run_1/final_clocks.png
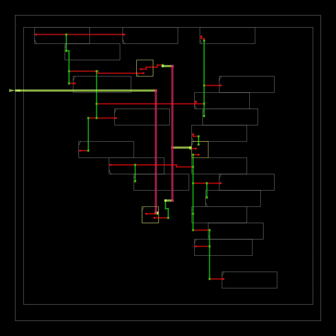
run_1/port_nets.png
(10 px per um)
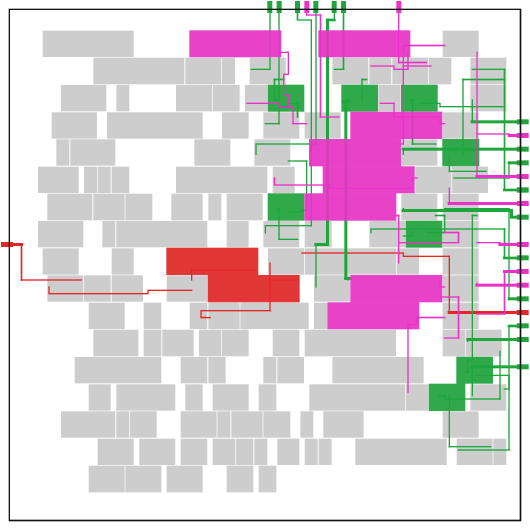
run_1/clock_map.png
(10 px per um)
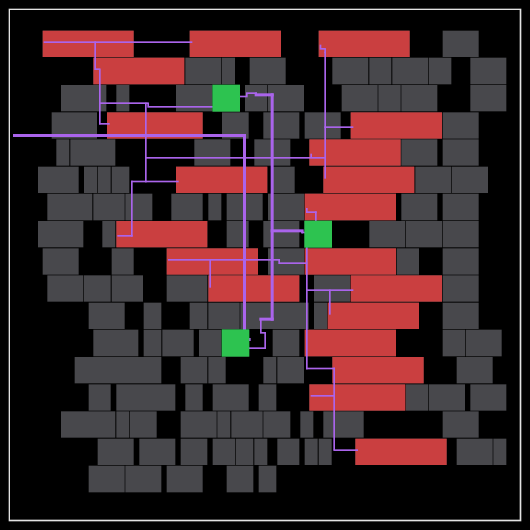
[config.mk]
export PLATFORM = sky130hd
export DESIGN_NAME = uart_tx_scheduler_flat
export DESIGN_NICKNAME = d
export VERILOG_FILES = /design/src/rtl/uart_sched_pkg.sv /design/src/rtl/uart_tx_scheduler_if.sv /design/src/rtl/rr_arbiter.sv /design/src/rtl/uart_tx_scheduler.sv /design/src/flat_wrapper.sv
export SDC_FILE = /design/constraint.sdc
export NUM_CORES = 1
export LEC_CHECK = 0
export CAP_MARGIN = 25
export CORE_UTILIZATION = 46
export CTS_BUF_LIST = sky130_fd_sc_hd__clkbuf_4 sky130_fd_sc_hd__clkbuf_8
export CTS_CLUSTER_DIAMETER = 30
export DETAILED_ROUTE_END_ITERATION = 12
export PLACE_DENSITY = 0.82
export SLEW_MARGIN = 25
export SYNTH_ARGS = -nofsm -noshare
export SYNTH_HDL_FRONTEND = slang
export SYNTH_SLANG_ARGS = --single-unit
[constraint.sdc]
create_clock -name clk -period 2.1 [get_ports clk]
set_input_delay 0.42 -clock clk [delete_from_list [all_inputs] [get_ports clk]]
set_output_delay 0.42 -clock clk [all_outputs]
set_load 0.005 [all_outputs]
[src/rtl/uart_sched_pkg.sv]
// uart_sched_pkg
//   Shared definitions for the UART transmit scheduler: the FSM state
//   encoding and the UART RW strobe levels.
//   No ports (package).
package uart_sched_pkg;

  typedef enum logic [1:0] {
    IDLE      = 2'd0,
    WRITE     = 2'd1,
    WAIT_BUSY = 2'd2,
    WAIT_IDLE = 2'd3
  } sched_state_t;

  localparam logic RW_READ  = 1'b1;
  localparam logic RW_WRITE = 1'b0;

endpackage

[src/rtl/uart_tx_scheduler_if.sv]
// uart_tx_scheduler_if
//   Bundles the requester handshake and the UART bus-side signals of the
//   transmit scheduler.
//   Signals:
//     i_req          requester byte-valid, one bit per requester
//     i_data         packed bytes, requester k on [8k+7:8k]
//     i_lock         packet-mode hold request, one bit per requester
//     o_ack          one-cycle capture pulse per requester
//     o_grant        one-hot current owner, 0 when none
//     o_uart_data_ce UART data-register chip enable
//     o_uart_rw      UART RW strobe (0 = write, 1 = read/idle)
//     o_uart_wdata   byte presented to the UART
//     i_uart_busy    UART transmit-busy status bit
//   Modports: slave = scheduler side, master = requesters + UART side.
interface uart_tx_scheduler_if #(
  parameter int NUM_REQ = 2
);
  logic [NUM_REQ-1:0]   i_req;
  logic [8*NUM_REQ-1:0] i_data;
  logic [NUM_REQ-1:0]   i_lock;
  logic [NUM_REQ-1:0]   o_ack;
  logic [NUM_REQ-1:0]   o_grant;
  logic                 o_uart_data_ce;
  logic                 o_uart_rw;
  logic [7:0]           o_uart_wdata;
  logic                 i_uart_busy;

  modport slave (
    input  i_req, i_data, i_lock, i_uart_busy,
    output o_ack, o_grant, o_uart_data_ce, o_uart_rw, o_uart_wdata
  );

  modport master (
    output i_req, i_data, i_lock, i_uart_busy,
    input  o_ack, o_grant, o_uart_data_ce, o_uart_rw, o_uart_wdata
  );
endinterface

[src/rtl/rr_arbiter.sv]
// rr_arbiter
//   Combinational round-robin selector with packet lock.
//   Ports:
//     req    in  NUM_REQ  request vector
//     ptr    in  IDX_W    last-served index; search starts at ptr+1
//     lock   in  1        only 'owner' may win while set
//     owner  in  IDX_W    current lock owner
//     valid  out 1        a winner exists
//     grant  out NUM_REQ  one-hot winner
//     idx    out IDX_W    winner index
module rr_arbiter #(
  parameter int NUM_REQ = 2
) (
  input  logic [NUM_REQ-1:0]         req,
  input  logic [$clog2(NUM_REQ)-1:0] ptr,
  input  logic                       lock,
  input  logic [$clog2(NUM_REQ)-1:0] owner,
  output logic                       valid,
  output logic [NUM_REQ-1:0]         grant,
  output logic [$clog2(NUM_REQ)-1:0] idx
);
  localparam int IDX_W = $clog2(NUM_REQ);

  // While locked the owner is the only candidate, even if it is not
  // requesting right now; otherwise the first request above the pointer
  // wins, wrapping around so the pointer itself is searched last.
  always_comb begin
    int             cand;
    logic [IDX_W-1:0] cand_idx;
    valid    = 1'b0;
    grant    = '0;
    idx      = '0;
    cand     = 0;
    cand_idx = '0;
    if (lock) begin
      if (req[owner]) begin
        valid        = 1'b1;
        grant[owner] = 1'b1;
        idx          = owner;
      end
    end else begin
      for (int i = 1; i <= NUM_REQ; i++) begin
        cand     = (int'(ptr) + i) % NUM_REQ;
        cand_idx = IDX_W'(cand);
        if (!valid && req[cand_idx]) begin
          valid           = 1'b1;
          grant[cand_idx] = 1'b1;
          idx             = cand_idx;
        end
      end
    end
  end

endmodule

[src/rtl/uart_tx_scheduler.sv]
// uart_tx_scheduler
//   Shares one byte-wide UART transmitter among NUM_REQ requesters.
//   Round-robin arbitration with optional per-requester packet lock. For
//   each byte: capture + ack, one write strobe to the UART data register,
//   then wait for the UART busy flag to rise and fall again.
//   Ports:
//     clk       in   system clock
//     reset     in   asynchronous active-high reset
//     bus       slave modport of uart_tx_scheduler_if (requesters + UART)
//     o_active  out  high whenever the FSM is not in IDLE
//     o_err     out  one-cycle watchdog abort pulse
//   Build option:
//     UART_SCHED_TIMEOUT_EN  enables the TIMEOUT_CYCLES watchdog on both
//                            UART wait states; without it o_err is 0.
module uart_tx_scheduler
  import uart_sched_pkg::*;
#(
  parameter int NUM_REQ        = 2,
  parameter int TIMEOUT_CYCLES = 2000000
) (
  input  logic               clk,
  input  logic               reset,
  uart_tx_scheduler_if.slave bus,
  output logic               o_active,
  output logic               o_err
);
  localparam int IDX_W = $clog2(NUM_REQ);

  sched_state_t       state;
  logic [IDX_W-1:0]   rr_ptr;
  logic [IDX_W-1:0]   owner;
  logic               lock_q;

  logic               arb_lock;
  logic [IDX_W-1:0]   arb_ptr;
  logic               arb_valid;
  logic [NUM_REQ-1:0] arb_grant;
  logic [IDX_W-1:0]   arb_idx;
  logic [7:0]         sel_byte;

  // The lock only holds while the owner keeps i_lock up. Once it drops,
  // arbitration runs normally in the same cycle with the pointer at the
  // owner, because the pointer was frozen during the packet.
  assign arb_lock = lock_q & bus.i_lock[owner];
  assign arb_ptr  = lock_q ? owner : rr_ptr;

  rr_arbiter #(
    .NUM_REQ(NUM_REQ)
  ) u_arb (
    .req  (bus.i_req),
    .ptr  (arb_ptr),
    .lock (arb_lock),
    .owner(owner),
    .valid(arb_valid),
    .grant(arb_grant),
    .idx  (arb_idx)
  );

  // Byte of the winning requester, picked by the one-hot grant.
  always_comb begin
    sel_byte = '0;
    for (int k = 0; k < NUM_REQ; k++) begin
      if (arb_grant[k]) sel_byte = bus.i_data[8*k +: 8];
    end
  end

`ifdef UART_SCHED_TIMEOUT_EN
  localparam int WD_W = $clog2(TIMEOUT_CYCLES + 1);

  logic [WD_W-1:0] wd_cnt;
  logic            wd_run;
  logic            wd_expired;

  // The counter runs only while the FSM sits in a UART wait state without
  // leaving it, so every entry into a wait state starts from zero.
  assign wd_run     = ((state == WAIT_BUSY) && !bus.i_uart_busy) ||
                      ((state == WAIT_IDLE) &&  bus.i_uart_busy);
  assign wd_expired = wd_run && (wd_cnt == WD_W'(TIMEOUT_CYCLES - 1));
`else
  // No watchdog in this build: the UART waits are unbounded and no abort
  // is ever reported; the limit has no effect here.
  assign o_err = (TIMEOUT_CYCLES < 0);
`endif

  // Main scheduler FSM. Strobes default low / RW to read every cycle so
  // ack and data-CE come out as single-cycle pulses. CE is issued on the
  // edge leaving WRITE, which puts it one cycle after the ack.
  always_ff @(posedge clk or posedge reset) begin
    if (reset) begin
      state              <= IDLE;
      bus.o_ack          <= '0;
      bus.o_grant        <= '0;
      bus.o_uart_data_ce <= 1'b0;
      bus.o_uart_rw      <= RW_READ;
      bus.o_uart_wdata   <= '0;
      o_active           <= 1'b0;
      rr_ptr             <= IDX_W'(NUM_REQ - 1);
      owner              <= '0;
      lock_q             <= 1'b0;
`ifdef UART_SCHED_TIMEOUT_EN
      o_err              <= 1'b0;
      wd_cnt             <= '0;
`endif
    end else begin
      bus.o_ack          <= '0;
      bus.o_uart_data_ce <= 1'b0;
      bus.o_uart_rw      <= RW_READ;
`ifdef UART_SCHED_TIMEOUT_EN
      o_err              <= 1'b0;
`endif
      case (state)
        IDLE: begin
          if (lock_q && !bus.i_lock[owner]) begin
            lock_q      <= 1'b0;
            rr_ptr      <= owner;
            bus.o_grant <= '0;
          end
          if (arb_valid) begin
            bus.o_uart_wdata <= sel_byte;
            bus.o_ack        <= arb_grant;
            bus.o_grant      <= arb_grant;
            owner            <= arb_idx;
            lock_q           <= bus.i_lock[arb_idx];
            o_active         <= 1'b1;
            state            <= WRITE;
          end
        end
        WRITE: begin
          bus.o_uart_data_ce <= 1'b1;
          bus.o_uart_rw      <= RW_WRITE;
          state              <= WAIT_BUSY;
        end
        // Busy already high here (UART still busy from elsewhere) counts
        // as the start of our byte.
        WAIT_BUSY: begin
          if (bus.i_uart_busy) state <= WAIT_IDLE;
        end
        // Locked owners keep the grant and the pointer across bytes.
        WAIT_IDLE: begin
          if (!bus.i_uart_busy) begin
            state    <= IDLE;
            o_active <= 1'b0;
            if (!lock_q) begin
              bus.o_grant <= '0;
              rr_ptr      <= owner;
            end
          end
        end
        default: state <= IDLE;
      endcase
`ifdef UART_SCHED_TIMEOUT_EN
      // Watchdog abort overrides whatever the case statement chose.
      if (wd_expired) begin
        state       <= IDLE;
        o_active    <= 1'b0;
        o_err       <= 1'b1;
        lock_q      <= 1'b0;
        bus.o_grant <= '0;
        rr_ptr      <= owner;
        wd_cnt      <= '0;
      end else if (wd_run) begin
        wd_cnt <= wd_cnt + 1'b1;
      end else begin
        wd_cnt <= '0;
      end
`endif
    end
  end

endmodule

[src/flat_wrapper.sv]
// flat-port wrapper written by rule: the top's interface ports become plain ports
module uart_tx_scheduler_flat import uart_sched_pkg::*;
#(
  parameter int NUM_REQ        = 2,
  parameter int TIMEOUT_CYCLES = 2000000
)
  (clk, reset, o_active, o_err, bus_i_req, bus_i_data, bus_i_lock, bus_i_uart_busy, bus_o_ack, bus_o_grant, bus_o_uart_data_ce, bus_o_uart_rw, bus_o_uart_wdata);
  uart_tx_scheduler_if #(.NUM_REQ(NUM_REQ)) bus_i ();
  input  logic clk;
  input  logic reset;
  output logic o_active;
  output logic o_err;
  input wire logic [$bits(bus_i.i_req)-1:0] bus_i_req;
  input wire logic [$bits(bus_i.i_data)-1:0] bus_i_data;
  input wire logic [$bits(bus_i.i_lock)-1:0] bus_i_lock;
  input wire logic [$bits(bus_i.i_uart_busy)-1:0] bus_i_uart_busy;
  output wire logic [$bits(bus_i.o_ack)-1:0] bus_o_ack;
  output wire logic [$bits(bus_i.o_grant)-1:0] bus_o_grant;
  output wire logic [$bits(bus_i.o_uart_data_ce)-1:0] bus_o_uart_data_ce;
  output wire logic [$bits(bus_i.o_uart_rw)-1:0] bus_o_uart_rw;
  output wire logic [$bits(bus_i.o_uart_wdata)-1:0] bus_o_uart_wdata;
  assign bus_i.i_req = bus_i_req;
  assign bus_i.i_data = bus_i_data;
  assign bus_i.i_lock = bus_i_lock;
  assign bus_i.i_uart_busy = bus_i_uart_busy;
  assign bus_o_ack = bus_i.o_ack;
  assign bus_o_grant = bus_i.o_grant;
  assign bus_o_uart_data_ce = bus_i.o_uart_data_ce;
  assign bus_o_uart_rw = bus_i.o_uart_rw;
  assign bus_o_uart_wdata = bus_i.o_uart_wdata;
  uart_tx_scheduler #(.NUM_REQ(NUM_REQ), .TIMEOUT_CYCLES(TIMEOUT_CYCLES)) u_core (.clk(clk), .reset(reset), .bus(bus_i), .o_active(o_active), .o_err(o_err));
endmodule
==> notes.md, run 1 <==
flow finished, numbers: run status complete, no violations, Min Hold Slack 428 ps, FFs w/ async S/R, synth 100%, final worst path period need 1900 ps, Post-CTS Setup Bufs 0, clock tree from TritonCTS yes, RSZ-0062 raised after global routing no, Synth Instances 99, first-pass GRT wire length 4.06 mm, path class of the lowest-slack min-delay path input pin to asynchronous set/reset pin, transition time of the tightest slew-check pin 502 ps, clock-pin slew of the registers on the worst-case setup and hold paths 100 ps, die extent in x 51.0 um, final worst-path setup slack 200 ps, core area 0.00223 mm^2, worst-case setup slack after placement -34.6 ps, count of hold-fix buffers inserted at cts 0, Syn-to-layout area delta 40.8%, Netlist cell types 41, prevailing post-synth register cell sky130_fd_sc_hd__dfrtp_1, power consumption 0.00190 W, number of gates given a new drive strength after cts 0, worst voltage drop across the vdd grid 0.678 mV, final hold violation count 0, register share after synthesis 45.6%, placed wire-length estimate after detailed placement 1.92 mm, Chip Area 0.00260 mm^2, Final Cell Area 0.00155 mm^2, number of antenna violations at the first check in global routing 0, number of nets in the synthesized netlist 127, number of sinks handled by clock tree synthesis 20, Tool Warnings 30, Initial DRC Count 29, critical path peak fanout 4, Avg Vias per Cell 5.55, yosys cell count 99, XOR/XNOR share of the synthesized area 0%, row cnt 17, area share of fa/ha/maj cells after synthesis 5.67%, yosys stat chip area 0.00110 mm^2, Syn Area/Cell 11.1 um^2, synthesized area 0.00110 mm^2, final wirelength 2.48 mm, upper clock frequency limit 526 MHz, count of final setup violators 0, simple-gate area share of the yosys netlist 21.9%, share of the cycle needed by the critical path after routing 90.5%, Initial Util 49.4%, CP Data Arrival Time 2080 ps, Critical Path Sink Type register, Antenna Violating Nets Remaining 0, proportion of layout cells with a drive suffix above 1 12.9%, Critical Path Start Type register, Post-synth EDFFs 0, DIE HEIGHT 51.0 um, Pre-antenna DRT Iters 4, vias in the first global route 966, leakage power 0.666 nW, and-or/or-and share of the synthesized area 17.9%, P per Cell Area 1220 mW/mm^2, cell area after placement 0.00153 mm^2, pin count of the biggest net entering global routing 21, number of H-tree levels 1, total global-route track usage 21.7%, count of unresolved DRC violations after routing 0, critical path launch point u_core.state[0], largest family of logic cells by area simple AND/OR/NAND/NOR gates, overflow left after global routing 0, worst reg2reg startpoint u_core.state[0], CP Data Required Time 2280 ps, GP Congestion 0.761, count of max-cap constraint violations 0, number of antenna repair diodes 0, routed via count 933, average wire per cell in the routed design 14.7 um, start-to-end type of the worst setup path register to register, YS warnings 0, clock root cell sky130_fd_sc_hd__clkbuf_4, count of nets after finishing 170, number of flip-flops and latches in the synthesized netlist 20, Relative slew margins 66.5%, final sum of negative setup slack 0 ps, Multiplexer share 3.97%, maximum buffer depth of the clock tree 2, leading cell type in the layout, fill and taps excluded sky130_fd_sc_hd__clkdlybuf4s50_1, most frequent logic cells in the routed design sky130_fd_sc_hd__clkdlybuf4s50_1, sky130_fd_sc_hd__dfrtp_1, sky130_fd_sc_hd__nor2b_1, sky130_fd_sc_hd__a221o_1, sky130_fd_sc_hd__buf_4, max-slew violation count 0
## Picture notes: final_clocks.png
clock insertion delay at the later pin of the skew report: 300 ps
number of buffers added by the clock tree synthesis step: 3
worst clock skew: 10.5 ps

## Picture notes: port_nets.png
Magenta is bus_o_uart_wdata, direction output, edge 6 east, 2 north, end cells 8, buffers 8, wire 162 um. Red is bus_o_grant, direction output, edge 1 west, 1 east, end cells 2, buffers 2, wire 76.3 um. Green is bus_i_data, direction input, edge 10 east, 6 north, end cells 8, buffers 16, wire 343 um.
I/O pin count: 39
total of buffers placed on input and output ports: 37

## Picture notes: clock_map.png
Green is cells driving clock nets, count 3. Purple is clock wires, length 232 um. Red is flip-flops, count 20.
There are 4 routed clock nets.
power consumed by the clock network: 0.000170 W
clock network fraction of design power: 9.0%

## run 1: layer usage
metal | vias to the layer above | share of wire (%) | track usage [%]
met5 | - | 0 | 0
met4 | 0 | 3.3 | 12.5
met3 | 9 | 4.5 | 4.17
met2 | 32 | 48 | 36.8
met1 | 446 | 44 | 25.3
li1 | 446 | - | -
## run 1: power breakdown
| part | internal, W | total, W | switching [W] |
|---|---|---|---|
| Clock | 0.0000668 | 0.000170 | 0.000104 |
| Sequential | 0.000574 | 0.000708 | 0.000134 |
| Combinational | 0.000603 | 0.00102 | 0.000420 |
## run 1: stage by stage
step	std cells	util (%)
2_1_floorplan	99	-
3_3_place_gp	165	68.3
3_5_place_dp	165	68.3
4_1_cts	168	69.3
5_1_grt	168	69.6
6_report	168	69.6
## run 1: sequential cells by signal (all words and copies together), names as in the netlist, 2 cells and up
signal / count
u_core.bus.o_grant: 2
u_core.bus.o_ack: 2
u_core.bus.o_uart_wdata: 8
u_core.state: 2
## run 1: synthesized netlist by cell type (2+ instances only)
| cell type | instances | area [um^2] |
|---|---|---|
| sky130_fd_sc_hd__a221o_1 | 9 | 90.1 |
| sky130_fd_sc_hd__buf_2 | 2 | 10.0 |
| sky130_fd_sc_hd__buf_4 | 2 | 15.0 |
| sky130_fd_sc_hd__dfrtp_1 | 18 | 450 |
| sky130_fd_sc_hd__dfstp_2 | 2 | 52.6 |
| sky130_fd_sc_hd__ha_1 | 5 | 62.6 |
| sky130_fd_sc_hd__inv_1 | 5 | 18.8 |
| sky130_fd_sc_hd__mux2_1 | 3 | 33.8 |
| sky130_fd_sc_hd__nand2_1 | 5 | 18.8 |
| sky130_fd_sc_hd__nand2b_1 | 2 | 12.5 |
| sky130_fd_sc_hd__nand3_1 | 3 | 15.0 |
| sky130_fd_sc_hd__nor2_1 | 4 | 15.0 |
| sky130_fd_sc_hd__nor2b_1 | 9 | 56.3 |
| sky130_fd_sc_hd__nor3_1 | 3 | 15.0 |
## run 1: cell type report
cell class	count	area (um^2)
tap	28	35.0
fill	180	679
timing repair buffer	43	415
multi-input combinational	68	556
sequential	20	503
clock buffer	3	22.5
inverter	6	22.5
## run 1: path summary, 6_finish.rpt
path / endpoint / cells after the start / slack (ps)
worst max-delay path: u_core.bus.o_grant[0] / 6 / 200
worst min-delay path: u_core.state[1] / 3 / 430
worst max register to register: u_core.bus.o_grant[0] / 6 / 200
worst min register to register: u_core.bus.o_grant[1] / 1 / 510
max in group asynchronous: u_core.rr_ptr / 3 / 1400
min in group clk: u_core.bus.o_grant[1] / 1 / 510
## run 1: critical path, cell delays in order (launching register included)
cell and delay (ps):
sky130_fd_sc_hd__dfrtp_1 400, sky130_fd_sc_hd__inv_1 100, sky130_fd_sc_hd__ha_1 210, sky130_fd_sc_hd__or4b_1 490
sky130_fd_sc_hd__o311ai_0 110, sky130_fd_sc_hd__o21ai_1 150, sky130_fd_sc_hd__mux2_1 320
## run 1: logic make-up after synthesis
| family | Yosys count |
|---|---|
| AOI/OAI and AO/OA | 23 |
| adders and majority gates | 5 |
| buffers and inverters | 11 |
| DFF | 20 |
| muxes | 4 |
| other | 1 |
| and+or+nand+nor | 35 |
--- run 2 (diff from run 1) ---
--- a/config.mk
+++ b/config.mk
@@ -5,11 +5,13 @@
 export SDC_FILE = /design/constraint.sdc
 export NUM_CORES = 1
 export LEC_CHECK = 0
-export CAP_MARGIN = 25
+export CAP_MARGIN = 20
 export CORE_UTILIZATION = 46
 export CTS_BUF_LIST = sky130_fd_sc_hd__clkbuf_4 sky130_fd_sc_hd__clkbuf_8
 export CTS_CLUSTER_DIAMETER = 30
 export DETAILED_ROUTE_END_ITERATION = 12
+export GPL_ROUTABILITY_DRIVEN = 0
+export MAX_ROUTING_LAYER = met4
 export PLACE_DENSITY = 0.82
 export SLEW_MARGIN = 25
 export SYNTH_ARGS = -nofsm -noshare
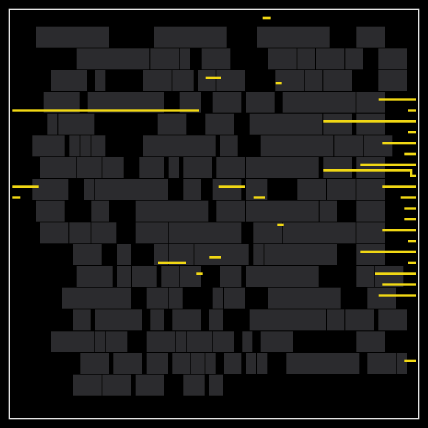
run_2/met3.png
(8 px per um)
The layer carries 113 um of wire. The layer holds 4.6% of the routed length. The longest straight run is 23.0 um. 27 nets have wire on it. The wires run mostly horizontal.
final wirelength: 2.47 mm
routed via count: 932
met3 Usage GRT: 4.17%

==> run 2 against run 1 <==
  * Final cell count stayed put
  * Clock power is essentially flat
  * Power about the same
  * Clock skew hardly changed
  * Via count fell by 0.11%
  * Synthesized area unchanged
  * Combinational power is essentially flat
==> notes.md, run 2 <==
flow finished, numbers: critical path peak fanout 4 (unchanged), core area 0.00223 mm^2 (unchanged), final standard cell count with taps included and fillers excluded 168 (unchanged), part of the total power dissipated in sequential elements 37.3% (about the same), CP Data Arrival Time 2080 ps (about the same), count of max-cap constraint violations 0 (unchanged), I/O pin count 39 (unchanged), Tool Warnings 30 (unchanged), yosys cell count 99 (unchanged), Power Internal 0.00124 W (about the same), overflow left after global routing 0 (unchanged), area share of fa/ha/maj cells after synthesis 5.67% (unchanged), number of gates given a new drive strength after cts 0 (unchanged), register share after synthesis 45.6% (unchanged), simple-gate area share of the yosys netlist 21.9% (unchanged), number of antenna violations at the first check in global routing 0 (unchanged), largest reg by FF count u_core.bus.o_uart_wdata, number of nets in the synthesized netlist 127 (unchanged), vias in the first global route 967 (+0.10%), maximum buffer depth of the clock tree 2 (unchanged), number of sinks handled by clock tree synthesis 20 (unchanged), leakage power 0.666 nW (unchanged), RSZ-0062 raised after global routing no, max-slew violation count 0 (unchanged), Netlist cell types 41 (unchanged), worst reg2reg startpoint u_core.state[0], number of H-tree levels 1 (unchanged), Avg Vias per Cell 5.55 (-0.11%), count of hold-fix buffers inserted at cts 0 (unchanged), run status complete, no violations, clock tree from TritonCTS yes, critical path launch point u_core.state[0], XOR/XNOR share of the synthesized area 0% (unchanged), Initial Util 49.4% (unchanged), Pre-antenna DRT Iters 4 (unchanged), total of buffers placed on input and output ports 37 (unchanged), Syn Area/Cell 11.1 um^2 (unchanged), clock root cell sky130_fd_sc_hd__clkbuf_4, final worst path period need 1900 ps (+0.165 ps), dominant cell by count in the synthesized netlist sky130_fd_sc_hd__dfrtp_1, number of flip-flops and latches in the synthesized netlist 20 (unchanged), prevailing post-synth register cell sky130_fd_sc_hd__dfrtp_1, upper clock frequency limit 526 MHz (about the same), count of unresolved DRC violations after routing 0 (unchanged), die extent in x 51.0 um (unchanged), Initial DRC Count 29 (unchanged), combinational fraction of design power 53.8% (about the same), DIE HEIGHT 51.0 um (unchanged), transition time of the tightest slew-check pin 502 ps (+0.166 ps), Post-CTS Setup Bufs 0 (unchanged), Chip Area 0.00260 mm^2 (unchanged), count of final setup violators 0 (unchanged), Antenna Violating Nets Remaining 0 (unchanged), clock-pin slew of the registers on the worst-case setup and hold paths 100 ps (about the same), Critical Path Sink Type register, cell type with the largest total area sky130_fd_sc_hd__dfrtp_1, worst clock skew 10.6 ps (+0.118 ps), Post-synth EDFFs 0 (unchanged), synth cell count leaders sky130_fd_sc_hd__dfrtp_1, sky130_fd_sc_hd__a221o_1, sky130_fd_sc_hd__nor2b_1, count of nets after finishing 170 (unchanged), flop-to-flop setup slack 200 ps (about the same), path class of the lowest-slack min-delay path input pin to asynchronous set/reset pin, start-to-end type of the worst setup path register to register, first-pass GRT wire length 4.07 mm (+0.35%), Area contributors post-synth sky130_fd_sc_hd__dfrtp_1, sky130_fd_sc_hd__a221o_1, sky130_fd_sc_hd__ha_1, sky130_fd_sc_hd__nor2b_1, sky130_fd_sc_hd__dfstp_2, average wire per cell in the routed design 14.7 um (-0.12%), CP Data Required Time 2280 ps (about the same), number of buffers added by the clock tree synthesis step 3 (unchanged), FFs w/ async S/R, synth 100% (unchanged), Switching Share 34.6% (about the same), synthesized area 0.00110 mm^2 (unchanged), placed wire-length estimate after detailed placement 1.92 mm (unchanged), yosys stat chip area 0.00110 mm^2 (unchanged), final hold violation count 0 (unchanged), Relative slew margins 66.5% (about the same), terminus of the critical flop-to-flop path u_core.bus.o_grant[0], worst voltage drop across the vdd grid 0.678 mV (about the same), clock insertion delay at the later pin of the skew report 300 ps (about the same), Synth Instances 99 (unchanged), switching component of the power 0.000657 W (about the same), Critical Path Start Type register, most frequent logic cells in the routed design sky130_fd_sc_hd__clkdlybuf4s50_1, sky130_fd_sc_hd__dfrtp_1, sky130_fd_sc_hd__nor2b_1, sky130_fd_sc_hd__a221o_1, sky130_fd_sc_hd__buf_4, clock network fraction of design power 9.0% (about the same), Multiplexer share 3.97% (unchanged), pin count of the biggest net entering global routing 21 (unchanged), row cnt 17 (unchanged), Syn-to-layout area delta 40.8% (unchanged), Largest type area fraction 40.8% (unchanged), number of antenna repair diodes 0 (unchanged), leading cell type in the layout, fill and taps excluded sky130_fd_sc_hd__clkdlybuf4s50_1, count of placed standard cells including taps 165 (unchanged), YS warnings 0 (unchanged), total global-route track usage 22.4% (+0.66 points)
[run 2: stage by stage]
step	setup TNS (ps)	cell area [um^2]	setup slack [ps]	hold WS (ps)	utilization (%)
after CTS	0	1550	76.9	433	69.3
after global routing	0	1550	30.6	460	69.6
after detailed placement	-204	1530	-34.6	489	68.3
after floorplan	0	1100	289	382	-
after global placement	-27.1	1530	-8.92	496	68.3
final	0	1550	200	427	69.6
[run 2: metal layers]
metal  vias to the layer above  global-route usage (%)  wire length (um)
li1                        446                       -                 -
met1                       445                    25.5              1100
met2                        32                    36.8              1180
met3                         9                    4.17               112
met4                         0                    12.5                82
met5                         -                       -                 0
[run 2: cell families after synthesis]
kind of cell | Yosys count
compound gates | 23
fa+ha+maj | 5
flops | 20
mux | 4
buf+inv | 11
other cells | 1
simple gates | 35
[run 2: cell type report]
class	instances	area [um^2]
tap	28	35.0
timing repair buffer	43	415
sequential	20	503
inverter	6	22.5
multi-input combinational	68	556
clock buffer	3	22.5
fill	180	679
[run 2: power by group through the flow]
stage                     Combinational (W)  Clock [W]  Sequential [W]
after floorplan                    0.000617          0        0.000673
after global placement             0.000983          0        0.000702
after detailed placement            0.00103          0        0.000714
after CTS                           0.00103   0.000178        0.000707
after global routing                0.00113   0.000190        0.000734
final                               0.00102   0.000170        0.000708
[run 2: worst min path at each step]
stage | to | slack (ps) | depth (start not counted)
2_1_floorplan | u_core.bus.o_ack[0] | 380 | 1
3_3_place_gp | u_core.bus.o_grant[0] | 500 | 1
3_5_place_dp | u_core.bus.o_grant[1] | 490 | 1
4_1_cts | u_core.bus.o_uart_data_ce | 430 | 3
5_1_grt | u_core.bus.o_uart_wdata[4] | 460 | 3
6_report | u_core.state[1] | 430 | 3
[run 2: critical path, stage by stage, from the launching register on]
cell and delay [ps]:
sky130_fd_sc_hd__dfrtp_1 400, sky130_fd_sc_hd__inv_1 100, sky130_fd_sc_hd__ha_1 210, sky130_fd_sc_hd__or4b_1 490, sky130_fd_sc_hd__o311ai_0 110, sky130_fd_sc_hd__o21ai_1 150, sky130_fd_sc_hd__mux2_1 320
Power and IR drop assume default switching activity.
